[src/rtl/mul_rs_dispatch.sv]
// Three-entry reservation station feeding the mul/div execution unit: holds renamed
// instructions until both operands are ready, dispatches one at a time, frees on completion.
module mul_rs_dispatch #(
  parameter int DEPTH  = 3,
  parameter int DATA_W = 8,
  parameter int TAG_W  = 3,
  parameter int REG_W  = 4
) (
  input  logic              clk,
  input  logic              rst_n,
  input  logic              issue_valid,
  output logic              issue_ready,
  input  logic [3:0]        issue_func,
  input  logic [REG_W-1:0]  issue_rd,
  input  logic [TAG_W-1:0]  issue_rob,
  input  logic              issue_rs1_rdy,
  input  logic              issue_rs2_rdy,
  input  logic [DATA_W-1:0] issue_rs1_data,
  input  logic [DATA_W-1:0] issue_rs2_data,
  input  logic [TAG_W-1:0]  issue_rs1_tag,
  input  logic [TAG_W-1:0]  issue_rs2_tag,
  input  logic              cdb_valid,
  input  logic [TAG_W-1:0]  cdb_tag,
  input  logic [DATA_W-1:0] cdb_data,
  input  logic              ex_busy,
  input  logic              ex_done,
  input  logic [2:0]        ex_done_index,
  input  logic              flush,
  output logic              ex_b,
  output logic [DATA_W-1:0] ex_rs1_data,
  output logic [DATA_W-1:0] ex_rs2_data,
  output logic [3:0]        ex_func,
  output logic [REG_W-1:0]  ex_rd,
  output logic [TAG_W-1:0]  ex_rob_ind,
  output logic [2:0]        ex_rs_index,
  output logic [1:0]        occupancy,
  output logic              illegal_func
);

  localparam logic [3:0] FUNC_MUL = 4'b0010;
  localparam logic [3:0] FUNC_DIV = 4'b0011;

  typedef struct packed {
    logic              valid;
    logic              disp;
    logic [3:0]        func;
    logic [REG_W-1:0]  rd;
    logic [TAG_W-1:0]  rob;
    logic              rs1_rdy;
    logic [DATA_W-1:0] rs1_data;
    logic [TAG_W-1:0]  rs1_tag;
    logic              rs2_rdy;
    logic [DATA_W-1:0] rs2_data;
    logic [TAG_W-1:0]  rs2_tag;
  } entry_t;

  entry_t ent_q [DEPTH];
  entry_t ent_d [DEPTH];
  entry_t sel_ent;

  logic              inflight_q, inflight_d;
  logic              ex_b_q, illegal_q;
  logic [DATA_W-1:0] ex_rs1_q, ex_rs2_q;
  logic [3:0]        ex_func_q;
  logic [REG_W-1:0]  ex_rd_q;
  logic [TAG_W-1:0]  ex_rob_q;
  logic [2:0]        ex_idx_q;

  logic       any_free, any_elig, done_hit, do_alloc, do_disp, issue_fire, func_ok;
  logic [2:0] alloc_idx, sel_idx;
  logic [1:0] occ;

  // Free/eligible decode and lowest-index priority, all from registered state only.
  // NOTE: every combinational output gets a default before any conditional write, so no latches appear.
  always_comb begin
    any_free  = 1'b0;
    any_elig  = 1'b0;
    alloc_idx = '0;
    sel_idx   = '0;
    occ       = '0;
    for (int i = DEPTH - 1; i >= 0; i--) begin
      if (!ent_q[i].valid) begin
        any_free  = 1'b1;
        alloc_idx = 3'(i);
      end
      if (ent_q[i].valid && !ent_q[i].disp && ent_q[i].rs1_rdy && ent_q[i].rs2_rdy) begin
        any_elig = 1'b1;
        sel_idx  = 3'(i);
      end
    end
    for (int i = 0; i < DEPTH; i++) occ = occ + 2'(ent_q[i].valid);
  end

  always_comb begin
    sel_ent  = '0;
    done_hit = 1'b0;
    for (int i = 0; i < DEPTH; i++) begin
      if (sel_idx == 3'(i)) sel_ent = ent_q[i];
      if (ex_done && ex_done_index == 3'(i) && ent_q[i].valid && ent_q[i].disp) done_hit = 1'b1;
    end
  end

  assign issue_fire = issue_valid && issue_ready;
  assign func_ok    = (issue_func == FUNC_MUL) || (issue_func == FUNC_DIV);
  assign do_alloc   = issue_fire && func_ok;
  assign do_disp    = any_elig && !inflight_q && !ex_busy;

  always_comb begin
    for (int i = 0; i < DEPTH; i++) begin
      ent_d[i] = ent_q[i];
      if (ent_q[i].valid && cdb_valid) begin
        if (!ent_q[i].rs1_rdy && ent_q[i].rs1_tag == cdb_tag) begin
          ent_d[i].rs1_rdy  = 1'b1;
          ent_d[i].rs1_data = cdb_data;
        end
        if (!ent_q[i].rs2_rdy && ent_q[i].rs2_tag == cdb_tag) begin
          ent_d[i].rs2_rdy  = 1'b1;
          ent_d[i].rs2_data = cdb_data;
        end
      end
      if (do_disp && sel_idx == 3'(i)) ent_d[i].disp = 1'b1;
      if (done_hit && ex_done_index == 3'(i)) begin
        ent_d[i].valid = 1'b0;
        ent_d[i].disp  = 1'b0;
      end
      // New entry can bypass a same-cycle broadcast of its missing operand.
      if (do_alloc && alloc_idx == 3'(i)) begin
        ent_d[i].valid    = 1'b1;
        ent_d[i].disp     = 1'b0;
        ent_d[i].func     = issue_func;
        ent_d[i].rd       = issue_rd;
        ent_d[i].rob      = issue_rob;
        ent_d[i].rs1_tag  = issue_rs1_tag;
        ent_d[i].rs2_tag  = issue_rs2_tag;
        ent_d[i].rs1_rdy  = issue_rs1_rdy || (cdb_valid && issue_rs1_tag == cdb_tag);
        ent_d[i].rs1_data = issue_rs1_rdy ? issue_rs1_data : cdb_data;
        ent_d[i].rs2_rdy  = issue_rs2_rdy || (cdb_valid && issue_rs2_tag == cdb_tag);
        ent_d[i].rs2_data = issue_rs2_rdy ? issue_rs2_data : cdb_data;
      end
      if (flush) begin
        ent_d[i].valid = 1'b0;
        ent_d[i].disp  = 1'b0;
      end
    end
  end

  always_comb begin
    inflight_d = inflight_q;
    if (flush)         inflight_d = 1'b0;
    else if (do_disp)  inflight_d = 1'b1;
    else if (done_hit) inflight_d = 1'b0;
  end

  // NOTE: the whole entry array is reset, payload included, so dispatched outputs never carry X after reset.
  // NOTE: state updates use non-blocking assignments so every register samples pre-edge values.
  always_ff @(posedge clk or negedge rst_n) begin
    if (!rst_n) begin
      for (int i = 0; i < DEPTH; i++) ent_q[i] <= '0;
      inflight_q <= 1'b0;
      ex_b_q     <= 1'b0;
      illegal_q  <= 1'b0;
      ex_rs1_q   <= '0;
      ex_rs2_q   <= '0;
      ex_func_q  <= '0;
      ex_rd_q    <= '0;
      ex_rob_q   <= '0;
      ex_idx_q   <= '0;
    end else begin
      for (int i = 0; i < DEPTH; i++) ent_q[i] <= ent_d[i];
      inflight_q <= inflight_d;
      ex_b_q     <= do_disp && !flush;
      illegal_q  <= issue_fire && !func_ok && !flush;
      if (do_disp && !flush) begin
        ex_rs1_q  <= sel_ent.rs1_data;
        ex_rs2_q  <= sel_ent.rs2_data;
        ex_func_q <= sel_ent.func;
        ex_rd_q   <= sel_ent.rd;
        ex_rob_q  <= sel_ent.rob;
        ex_idx_q  <= sel_idx;
      end
    end
  end

  assign issue_ready  = any_free;
  assign occupancy    = occ;
  assign illegal_func = illegal_q;
  assign ex_b         = ex_b_q;
  assign ex_rs1_data  = ex_rs1_q;
  assign ex_rs2_data  = ex_rs2_q;
  assign ex_func      = ex_func_q;
  assign ex_rd        = ex_rd_q;
  assign ex_rob_ind   = ex_rob_q;
  assign ex_rs_index  = ex_idx_q;

endmodule

[config.mk]
export PLATFORM = sky130hd
export DESIGN_NAME = mul_rs_dispatch
export DESIGN_NICKNAME = d
export VERILOG_FILES = /design/src/rtl/mul_rs_dispatch.sv
export SDC_FILE = /design/constraint.sdc
export NUM_CORES = 1
export LEC_CHECK = 0
export ABC_AREA = 0
export CAP_MARGIN = 20
export CORE_ASPECT_RATIO = 1.5
export CORE_MARGIN = 10
export CORE_UTILIZATION = 25
export DETAILED_ROUTE_END_ITERATION = 10
export PLACE_DENSITY = 0.5
export SYNTH_ARGS = -nofsm -noshare
export SYNTH_HDL_FRONTEND = slang
export SYNTH_SLANG_ARGS = --single-unit
export TNS_END_PERCENT = 30
[constraint.sdc]
create_clock -name clk -period 3.35 [get_ports clk]
set_input_delay 0.67 -clock clk [delete_from_list [all_inputs] [get_ports clk]]
set_output_delay 0.67 -clock clk [all_outputs]
set_load 0.1 [all_outputs]
==> results_slide.txt, run 1 <==
Implementation Results

Timing
  – Fin worst setup slack: 695.7 ps
  – Clk_skew: 10.99 ps
  – Setup violators final: 0
  – Worst rel slew slack: 39.66%
  – Hold Fails Final Rpt: 0
  – Cycle use final: 79.23%
  – Worst-Margin Slew: 899.1 ps
  – Fmax: 376.7 MHz
  – RSZ-0062 raised after global routing: no
  – Max Transition Viols Final: 0
  – Setup TNS: 0 ps
  – Final Critical Period: 2654 ps

Logic synthesis
  – Most used DFF post-synth: dfrtp_1
  – Post-synth area from yosys stat: 0.006833 mm²
  – Syn_nets: 769
  – Top cells, area: dfrtp_1, nand2_1, a21oi_1
  – Sequential fraction of the synthesis area: 52.37%
  – Synth async-reset ratio: 100.0%
  – Synth area leader: dfrtp_1
  – Yosys warns: 0
  – Mapped Area: 0.006833 mm²
  – Top-area cell share: 52.37%
  – EDFF count, synth: 0
  – Syn Area/Cell: 9.597 µm²

Die
  – # IOs: 91
  – Die Ht: 222.5 µm
  – FP Util: 25.19%
  – Die area: 0.03448 mm²
  – Rows: 74
  – Core footprint: 0.02713 mm²
  – Die extent in x: 155.0 µm

Placed design
  – Buffers on Ports: 89
  – Final GP Congestion: 0.8046
  – DP HPWL: 16.46 mm
  – Dpl ws: 280.4 ps
  – DP Area: 0.008021 mm²

Power and ir drop
  – Static leakage: 3.917 nW
  – Comb pwr share: 26.2%
  – Clock Power Share: 34.2%
  – Sw power: 1.952 mW
  – Max IR drop VDD: 0.4635 mV

Clocking
  – CTS tree: built
  – Clk sink count: 143
  – Latency at later pin: 440 ps
  – Postcts setup bufs: 0
  – CTS Buf Count: 17
  – Clk slew on worst S/H paths: 60 ps
  – Hold_buf cts: 0
  – Root buf cell: clkbuf_16

Global routing
  – Vias in the first global route: 5895
  – Total grt overflow: 0
  – Total GRT Usage: 13.48%
  – Largest net degree at the start of global routing: 72

Route
  – Met3 WL: 1.239 mm
  – DRT met1 WL: 9.748 mm
  – Routed met2 length: 11.86 mm
  – Post-DRT Antenna Nets: 0
  – DR DRC count: 0
  – Via density: 4.985
  – DRT iter0 DRCs: 405

Job
  – Stage-log warning count: 26

Final layout
  – Antenna diodes: 0
  – Nets@finish: 850
  – Fillers: 2793

Critical path
  – Worst R2R Setup Slack: 1060 ps
  – CP endpoint kind: flip-flop
  – R2R Path End: ex_rs1_data[7]$_DFFE_PN0P_
  – Setup Crit Path Kind: in -> reg

Outcome
  – Outcome: completed
[run 1: Yosys cell counts (all sizes together) (4+ instances only)]
master   instances
o21a             7
a2bb2oi          4
nand2          111
and3b            6
and2             8
o221ai          26
a221o           16
nand4            6
nor2            42
mux2            14
and4b            6
a21o            11
and3            16
o21ai           22
a21oi           53
nor3            18
inv             39
o211ai           6
clkbuf          22
dfrtp          143
nand3           53
buf             29
xnor2           24
[run 1: cell type report]
cell class                      instances  area [µm²]  share of cell area (%)
Tap cell                              342       427.9                   4.983
Clock buffer                           19       452.9                   5.274
Timing Repair Buffer                  113       987.2                   11.49
Sequential cell                       143        3578                   41.67
Multi-Input combinational cell        479        2882                   33.55
Clock inverter                         13       113.9                   1.326
Inverter                               39       146.4                   1.705
[run 1: per-layer routing]
metal / global-route usage (%) / vias up
li1: - / 2654
met1: 16.17 / 2867
met4: 5.713 / 0
met3: 3.074 / 27
met5: 0 / -
met2: 22.51 / 175
[run 1: critical path, cell delays in order]
cell             delay, ps
clkdlybuf4s50_1        410
nand4bb_1              290
or2_1                  540
o21ai_1                830
a221o_1                270
[run 1: metrics by stage]
step	std cells	utilization (%)	power (mW)	hold WS, ps
floorplan	712	-	3.134	374.4
global placement	1116	29.57	3.560	451.2
detailed placement	1116	29.57	3.571	453.3
CTS	1148	31.66	5.412	272.4
global route	1148	31.66	5.568	291.6
finish	1148	31.66	5.350	236.8
[run 1: placed cells by master, fill, tap and decap left out, drive strengths merged, types with 9 or more instances in the layout]
cell type and n:
a21o 11, a21oi 53, a221o 16, and3 16, buf 59, clkbuf 19, clkdlybuf4s50 54, clkinv 9
dfrtp 143, inv 40, mux2 14, nand2 111, nand3 53, nor2 42, nor3 18, o21ai 22
o221ai 26, xnor2 24
[run 1: worst max path at each step]
stage          cells after the start                  start               endpoint  slack, ps
2_1_floorplan                      1  ent_q[36]$_DFFE_PN0P_           occupancy[0]       1120
3_3_place_gp                       5          issue_func[2]  ent_q[90]$_DFFE_PN0P_        310
3_5_place_dp                       5          issue_func[2]  ent_q[89]$_DFFE_PN0P_        280
4_1_cts                            5          issue_func[2]  ent_q[95]$_DFFE_PN0P_        750
5_1_grt                            5          issue_func[3]  ent_q[95]$_DFFE_PN0P_        570
6_report                           5          issue_func[2]  ent_q[95]$_DFFE_PN0P_        700
[run 1: power groups by stage]
stage	sequential, mW	combinational (mW)	clock, mW
detailed placement	2.15	1.42	0
global placement	2.15	1.41	0
global route	2.15	1.48	1.94
CTS	2.12	1.42	1.87
finish	2.12	1.40	1.83
floorplan	2.82	0.313	0
[run 1: state kept, by name, summed over array words and instances (netlist names), 2 cells and up]
register     count
ex_rs2_data      8
ex_rs1_data      8
ent_q          111
ex_rd            4
ex_rs_index      2
ex_rob_ind       3
ex_func          4
[run 1: logic make-up after synthesis]
logic type               after synthesis  synth area share (%)
AND-OR/OR-AND                        157                 16.22
XOR/XNOR                              24                 3.076
adder cells (fa/ha/maj)                1                0.2930
buffers and inverters                 90                 5.677
flip-flops                           143                 52.37
multiplexers                          14                 2.307
other                                  1               0.05488
AND/OR/NAND/NOR                      282                 20.00
Run 1, wires at chosen ports, followed through buffers:
(1.5 px per µm)
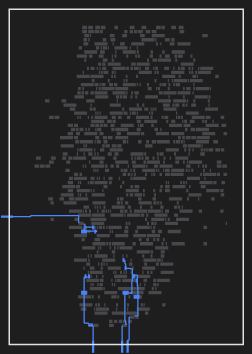
Blue is issue_rd, bits 4, direction input, end cells 12, wire 252 µm.

Run 1, ports around the boundary:
(1 px per µm) Pins as bars across the die edge, other pins in grey.
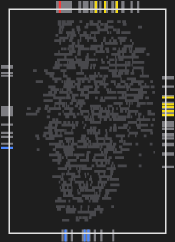
Red is issue_valid, pins 1, direction input, edge north. Yellow is cdb_data, pins 8, direction input, edge 5 east, 3 north. Blue is issue_rd, pins 4, direction input, edge 3 south, 1 west.

Run 1, congestion heat map:
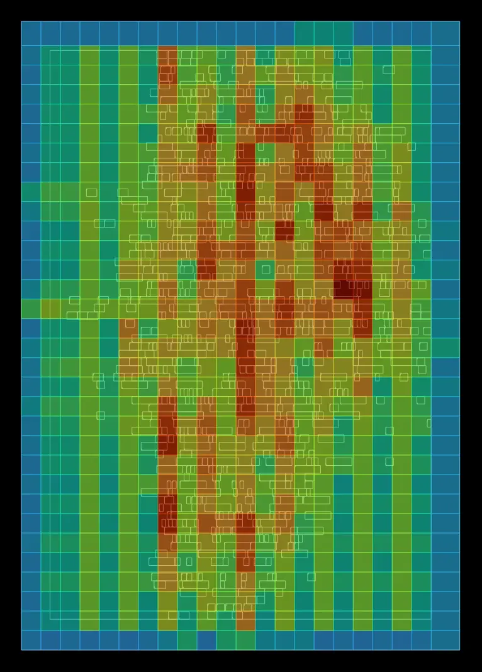
met1 usage: 16.17%
mean routed wirelength per cell: 20.37 µm
Core Util, Final: 31.66%

Run 1, routed metal, one colour a layer:
(1.5 px per µm)
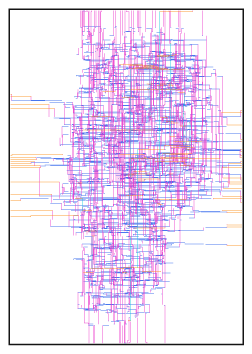

==> run 2: changes to the inputs <==
--- a/config.mk
+++ b/config.mk
@@ -11,7 +11,7 @@
 export CORE_MARGIN = 10
 export CORE_UTILIZATION = 25
 export DETAILED_ROUTE_END_ITERATION = 10
-export PLACE_DENSITY = 0.5
+export PLACE_DENSITY = 0.51
 export SYNTH_ARGS = -nofsm -noshare
 export SYNTH_HDL_FRONTEND = slang
 export SYNTH_SLANG_ARGS = --single-unit
==> constraint.sdc (replaced) <==
create_clock -name clk -period 2.4 [get_ports clk]
set_input_delay 0.48 -clock clk [delete_from_list [all_inputs] [get_ports clk]]
set_output_delay 0.48 -clock clk [all_outputs]
set_load 0.1 [all_outputs]
Run 2, routed metal, one colour a layer:
(1.5 px per µm)
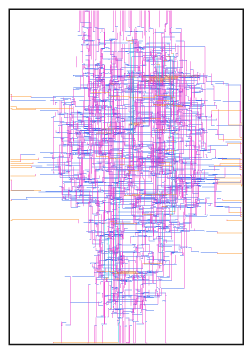
Cyan is metal 4, wire length 861 µm. Orange is metal 3, wire length 987 µm. Blue is metal 1, wire length 9310 µm. Magenta is metal 2, wire length 12100 µm.

Run 2, congestion heat map:
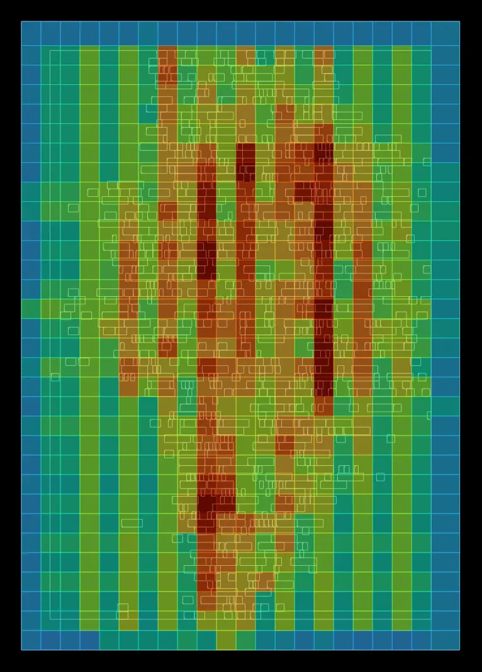
met3 Resource Use GR: 2.707%
met1 usage: 15.52%

==> run 2 against run 1 <==
Utilization increased by 1.6 points. Via count increased by 1.0%. Die area unchanged. Global-route usage rose by 0.19 points. Worst hold slack improved by 200 ps. Clock power rose by 68%. Critical endpoint is now occupancy[0]. Largest power group is now the clock network. Highest routed layer unchanged.
==> results_slide.txt, run 2 <==
Implementation Results

Logic synthesis
  – Yosys warns: 0
  – Comb area leader: simple AND/OR/NAND/NOR gates
  – And+or+nand+nor area frac: 20.00%
  – Unique cell types: 50
  – Syn Area/Cell: 9.597 µm²
  – XORs/XNORs by Area: 3.076%
  – Syn_nets: 769
  – Synth area leader: dfrtp_1
  – Adder Share, Synth: 0.2930%
  – AO/OA Area Share: 16.22%
  – Yosys reg bits: 143
  – Top cells by count: dfrtp_1, nand2_1, a21oi_1, nand3_1, nor2_1
  – Synth top cell by count: dfrtp_1
  – EDFF count, synth: 0
  – Top cells, area: dfrtp_1, nand2_1, a21oi_1
  – Top-area cell share: 52.37%
  – Synth async-reset ratio: 100.0%
  – Sequential fraction of the synthesis area: 52.37%
  – Mux cell area share: 2.307%
  – Mapped Area: 0.006833 mm²
  – Cells after synthesis: 712
  – Post-synth area from yosys stat: 0.006833 mm²
  – Ys cells: 712
  – Most used DFF post-synth: dfrtp_1

Route
  – Mean routed wirelength per cell: 19.86 µm
  – Final WL: 23.27 mm
  – First-pass iteration count of the detailed router: 6
  – Via density: 4.934
  – Post-DRT Antenna Nets: 0
  – Routed via count: 5783
  – Routed met2 length: 12.12 mm
  – DRT met1 WL: 9.309 mm
  – DR DRC count: 0
  – DRT iter0 DRCs: 512
  – Uppermost layer routed: met4
  – Met3 WL: 987 µm

Clocking
  – Root buf cell: clkbuf_16
  – Clock Tree Buf Depth: 2
  – CTS Buf Count: 17
  – Clk slew on worst S/H paths: 60 ps
  – Latency at later pin: 430 ps
  – Postcts setup bufs: 0
  – CTS H-tree depth: 4
  – CTS tree: built
  – Clk sink count: 143

Global routing
  – Vias in the first global route: 6194
  – Largest net degree at the start of global routing: 70
  – Total GRT Usage: 13.67%
  – First-pass GRT wire length: 36.60 mm
  – Antenna violations before repair: 0
  – Total grt overflow: 0

Worst hold path
  – Hold WC Path Type: in -> async

Die
  – # IOs: 91
  – Rows: 74
  – Core footprint: 0.02713 mm²
  – Die extent in x: 155.0 µm
  – Die Ht: 222.5 µm
  – Die area: 0.03448 mm²
  – FP Util: 25.19%

Timing
  – Final Critical Period: 2334 ps
  – Cycle use final: 97.26%
  – Max Transition Viols Final: 0
  – Fmax: 428.4 MHz
  – Hold Fails Final Rpt: 0
  – Setup violators final: 0
  – Worst rel slew slack: 64.53%
  – Worst-Margin Slew: 529.2 ps
  – RSZ-0062 raised after global routing: no
  – Clk_skew: 9.958 ps
  – Worst hold-check slack: 433.1 ps

Outcome
  – Outcome: completed

Final layout
  – Max reg flops: 111
  – Area grow syn2layout: 32.08%
  – Nets@finish: 874
  – Fillers: 2810
  – Most frequent cells in the layout: dfrtp_1, nand2_1, buf_4
  – Final cell count without fillers: 1172
  – Core Util, Final: 33.27%
  – Finished Cell Area: 0.009025 mm²
  – Antenna diodes: 0
  – Fraction of layout instances using a drive strength above 1: 16.51%
  – Most numerous logic cell after layout: dfrtp_1
  – Reg with most FFs: ent_q

Critical path
  – Startpoint Class: flip-flop
  – WP data arrival: 1850 ps
  – CP endpoint kind: primary output
  – Crit Path Max Fanout: 7
  – CP required: 1920 ps
  – Setup Crit Path Kind: reg -> out

Placed design
  – Placed cells: 1139
  – DP Area: 0.008335 mm²
  – Final GP Congestion: 0.8147
  – Buffers on Ports: 89
  – DP HPWL: 16.75 mm

Power and ir drop
  – Max IR drop VDD: 0.5361 mV
  – Power, Total: 8.005 mW
  – Power Density: 886.9 mW/mm²
  – Static leakage: 4.117 nW

Job
  – Max cap viols: 0
  – Stage-log warning count: 26
Run 2, wires at chosen ports, followed through buffers:
(1.5 px per µm)
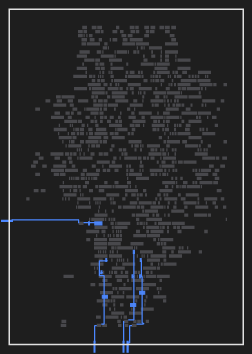
Blue is issue_rd, bits 4, direction input, end cells 12, wire 260 µm.

## run 2: cell counts after synthesis
Identical to the previous run, type by type.
## run 2: metal layers
| metal | global-route usage, % | up-vias |
|---|---|---|
| li1 | - | 2703 |
| met1 | 15.52 | 2884 |
| met2 | 23.75 | 154 |
| met3 | 2.707 | 42 |
| met4 | 6.661 | 0 |
| met5 | 0 | - |
## run 2: final cells by class
class / instances / area, µm² / area share [%]
clock buffer: 20 / 446.7 / 4.949
clock inverter: 12 / 231.5 / 2.565
inverter: 39 / 146.4 / 1.622
multi-input combinational: 479 / 2885 / 31.97
sequential: 143 / 3580 / 39.66
tap: 342 / 427.9 / 4.741
timing repair buffer: 137 / 1308 / 14.49
## run 2: per-stage QoR
step,setup WS (ps),setup TNS (ps)
5_1_grt,30.28,0
3_5_place_dp,-79.93,-1991
2_1_floorplan,363.3,0
4_1_cts,8.115,0
3_3_place_gp,-45.96,-828.9
6_report,65.64,0
## run 2: cell families (layout without fill, tap and decap cells)
logic type | after synthesis | after routing
AND-OR/OR-AND | 157 | 157
XOR/XNOR | 24 | 24
adder cells (fa/ha/maj) | 1 | 1
buffers and inverters | 90 | 208
flip-flops | 143 | 143
multiplexers | 14 | 14
other | 1 | 1
AND/OR/NAND/NOR | 282 | 282
## run 2: power breakdown
group	leakage, nW	internal, mW	switching [mW]
clock	0.325	1.99	1.08
sequential	1.77	2.75	0.200
combinational	2.02	0.540	1.45
total	4.12	5.28	2.73
## run 2: final timing paths
path                                        startpoint                        end  slack (ps)  depth (start not counted)
min in group clk                 ent_q[32]$_DFFE_PN0N_      ent_q[32]$_DFFE_PN0N_         470                          1
max in group asynchronous                        rst_n      ent_q[36]$_DFFE_PN0P_        1310                          3
worst min register to register   ent_q[32]$_DFFE_PN0N_      ent_q[32]$_DFFE_PN0N_         470                          1
worst min-delay path                             rst_n  ex_rob_ind[0]$_DFFE_PN0P_         430                          2
worst max-delay path             ent_q[36]$_DFFE_PN0P_               occupancy[0]          70                          3
worst max register to register  ent_q[110]$_DFFE_PN0P_       ent_q[7]$_DFFE_PN0P_         440                          4
## run 2: repair_timing
action | in CTS | in global routing
hold buffers | 1 | 0
resized | 0 | 1
endpoints found under the hold margin | 11 | 0
endpoints found under the setup margin | 0 | 1
## run 2: worst max-delay path: stages (launching register included)
cell and delay, ps:
dfrtp_2 470, buf_4 180, fa_1 590, buf_12 180
==> run 3: changes to the inputs <==
--- a/config.mk
+++ b/config.mk
@@ -10,8 +10,10 @@
 export CORE_ASPECT_RATIO = 1.5
 export CORE_MARGIN = 10
 export CORE_UTILIZATION = 25
+export CTS_CLUSTER_SIZE = 25
 export DETAILED_ROUTE_END_ITERATION = 10
 export PLACE_DENSITY = 0.51
+export SKIP_CTS_REPAIR_TIMING = 1
 export SYNTH_ARGS = -nofsm -noshare
 export SYNTH_HDL_FRONTEND = slang
 export SYNTH_SLANG_ARGS = --single-unit
Run 3, congestion heat map:
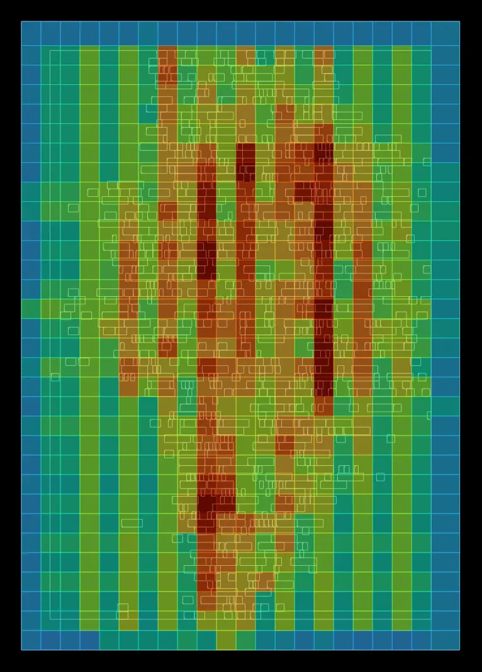
Core Util, Final: 33.27%
global route hottest layer: met2
Total GRT Usage: 13.66%
met1 usage: 15.51%

Run 3, wires at chosen ports, followed through buffers:
(1.5 px per µm)
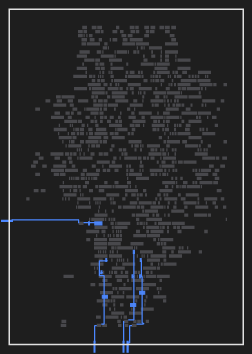
Blue is issue_rd, bits 4, direction input, end cells 12, wire 260 µm.
Buffers on Ports: 89
# IOs: 91

==> run 3 against run 2 <==
Flip-flop count stayed put. Synthesized cell count stayed put. First-iteration DRC count stayed put. Utilization stayed put. Global-route usage hardly changed. Critical path depth stayed put. Wire length stayed put. Worst hold slack stayed put. Synthesized area stayed put. Cell area stayed put. Largest power group unchanged.
==> results_slide.txt, run 3 <==
Implementation Results

Global routing
  – Total grt overflow: 0
  – Vias in the first global route: 6188
  – Largest net degree at the start of global routing: 70
  – Antenna violations before repair: 0
  – First-pass GRT wire length: 36.57 mm

Route
  – DR DRC count: 0
  – Post-DRT Antenna Nets: 0
  – First-pass iteration count of the detailed router: 6
  – Routed via count: 5783
  – Via density: 4.934
  – DRT iter0 DRCs: 512
  – Final WL: 23.27 mm
  – Mean routed wirelength per cell: 19.86 µm

Timing
  – Setup violators final: 0
  – Final Critical Period: 2334 ps
  – Hold Fails Final Rpt: 0
  – Cycle use final: 97.26%
  – Max Transition Viols Final: 0
  – RSZ-0062 raised after global routing: no
  – Worst-Margin Slew: 529.2 ps
  – Fin worst setup slack: 65.64 ps
  – Worst rel slew slack: 64.53%
  – Fmax: 428.4 MHz
  – Clk_skew: 9.958 ps

Critical path
  – CP max stage cell: fa_1
  – CP required: 1920 ps
  – R2R cell count: 4
  – Startpoint Class: flip-flop
  – Delay of the slowest critical-path stage: 590 ps
  – CP endpoint kind: primary output
  – WP data arrival: 1850 ps
  – Crit Path Max Fanout: 7
  – Crit path depth: 3
  – WP buf/inv: 2
  – CP Cell Sequence: buf_4 -> fa_1 -> buf_12
  – Top Family by Delay on Critical Path: adder cells
  – Setup Crit Path Kind: reg -> out

Logic synthesis
  – Post-synth area from yosys stat: 0.006833 mm²
  – Syn Area/Cell: 9.597 µm²
  – Cells after synthesis: 712
  – Syn_nets: 769
  – EDFF count, synth: 0
  – Ys cells: 712
  – Synth async-reset ratio: 100.0%
  – Sequential fraction of the synthesis area: 52.37%
  – Yosys reg bits: 143
  – Most used DFF post-synth: dfrtp_1
  – Synth top cell by count: dfrtp_1
  – Unique cell types: 50
  – Yosys warns: 0
  – Top cells, area: dfrtp_1, nand2_1, a21oi_1
  – Mapped Area: 0.006833 mm²
  – Top-area cell share: 52.37%
  – Top cells by count: dfrtp_1, nand2_1, a21oi_1, nand3_1, nor2_1
  – Synth area leader: dfrtp_1

Placed design
  – Dpl ws: -79.93 ps
  – Placed cells: 1139
  – DP HPWL: 16.75 mm
  – Final GP Congestion: 0.8147

Final layout
  – Fillers: 2810
  – Most frequent cells in the layout: dfrtp_1, nand2_1, buf_4
  – Final cell count without fillers: 1172
  – Register area: 0.003580 mm²
  – Area grow syn2layout: 32.08%
  – Nets@finish: 874
  – Fraction of layout instances using a drive strength above 1: 16.51%
  – Comb gate area: 0.002885 mm²
  – Antenna diodes: 0
  – Most numerous logic cell after layout: dfrtp_1
  – Max reg flops: 111
  – Reg with most FFs: ent_q

Clocking
  – Clk slew on worst S/H paths: 60 ps
  – CTS H-tree depth: 4
  – Latency at later pin: 430 ps
  – CTS Buf Count: 17
  – CTS tree: built
  – Clk sink count: 143
  – Root buf cell: clkbuf_16
  – Clock Tree Buf Depth: 2

Power and ir drop
  – Sw power: 2.729 mW
  – Internal power: 5.276 mW
  – Power Density: 886.9 mW/mm²
  – Power, Total: 8.005 mW
  – Part of the power in registers: 36.8%
  – Clock Power Share: 38.3%
  – Sw Ratio: 34.09%
  – Static leakage: 4.117 nW
  – Max IR drop VDD: 0.5361 mV
  – Comb pwr share: 24.8%

Job
  – Stage-log warning count: 26
  – Max cap viols: 0

Outcome
  – Outcome: completed

Die
  – FP Util: 25.19%
  – Die area: 0.03448 mm²
  – Core footprint: 0.02713 mm²
  – Rows: 74

Worst hold path
  – Hold WC Path Type: in -> async
Run 3, ports around the boundary:
(1 px per µm) Pins as bars across the die edge, other pins in grey.
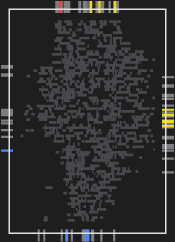
Red is issue_valid, pins 1, direction input, edge north. Blue is issue_rd, pins 4, direction input, edge 3 south, 1 west. Yellow is cdb_data, pins 8, direction input, edge 5 east, 3 north.
Die Ht: 222.5 µm
die extent in x: 155.0 µm

-- run 3: metal layers --
metal | global-route usage, % | routed length [µm] | vias up
met5 | 0 | 0 | -
met4 | 6.661 | 860 | 0
met3 | 2.707 | 987 | 42
met2 | 23.72 | 12120 | 154
met1 | 15.51 | 9309 | 2884
li1 | - | - | 2703
-- run 3: final timing paths --
check,startpoint,to,slack [ps]
worst min register to register,ent_q[32]$_DFFE_PN0N_,ent_q[32]$_DFFE_PN0N_,470
max in group asynchronous,rst_n,ent_q[36]$_DFFE_PN0P_,1310
worst max register to register,ent_q[110]$_DFFE_PN0P_,ent_q[7]$_DFFE_PN0P_,440
min in group clk,ent_q[32]$_DFFE_PN0N_,ent_q[32]$_DFFE_PN0N_,470
worst max-delay path,ent_q[36]$_DFFE_PN0P_,occupancy[0],70
worst min-delay path,rst_n,ex_rob_ind[0]$_DFFE_PN0P_,430
-- run 3: kinds of logic (layout without fill, tap and decap cells) --
logic type | after synthesis | in the layout | synth area share, %
flops | 143 | 143 | 52.37
compound gates | 157 | 157 | 16.22
buf+inv | 90 | 208 | 5.677
xor+xnor | 24 | 24 | 3.076
mux | 14 | 14 | 2.307
fa+ha+maj | 1 | 1 | 0.2930
simple gates | 282 | 282 | 20.00
other cells | 1 | 1 | 0.05488
-- run 3: final cells by class --
cell class	count	area share, %
Clock buffer	20	4.949
Timing Repair Buffer	137	14.49
Multi-Input combinational cell	479	31.97
Clock inverter	12	2.565
Tap cell	342	4.741
Sequential cell	143	39.66
Inverter	39	1.622
-- run 3: power groups by stage --
stage	sequential (mW)	clock, mW	combinational (mW)
floorplan	3.94	0	0.437
global placement	2.99	0	2.00
detailed placement	3.00	0	2.01
CTS	2.95	3.13	2.01
global route	2.99	3.22	2.10
finish	2.95	3.07	1.99
-- run 3: stage by stage --
stage | utilization (%) | cell area, µm² | TNS [ps] | hold WS, ps
2_1_floorplan | - | 6833 | 0 | 184.4
3_3_place_gp | 30.73 | 8335 | -828.9 | 317.7
3_5_place_dp | 30.73 | 8335 | -1991 | 320.6
4_1_cts | 33.23 | 9014 | 0 | -143.2
5_1_grt | 33.27 | 9025 | 0 | 458.4
6_report | 33.27 | 9025 | 0 | 433.1
Power and IR drop assume default switching activity.
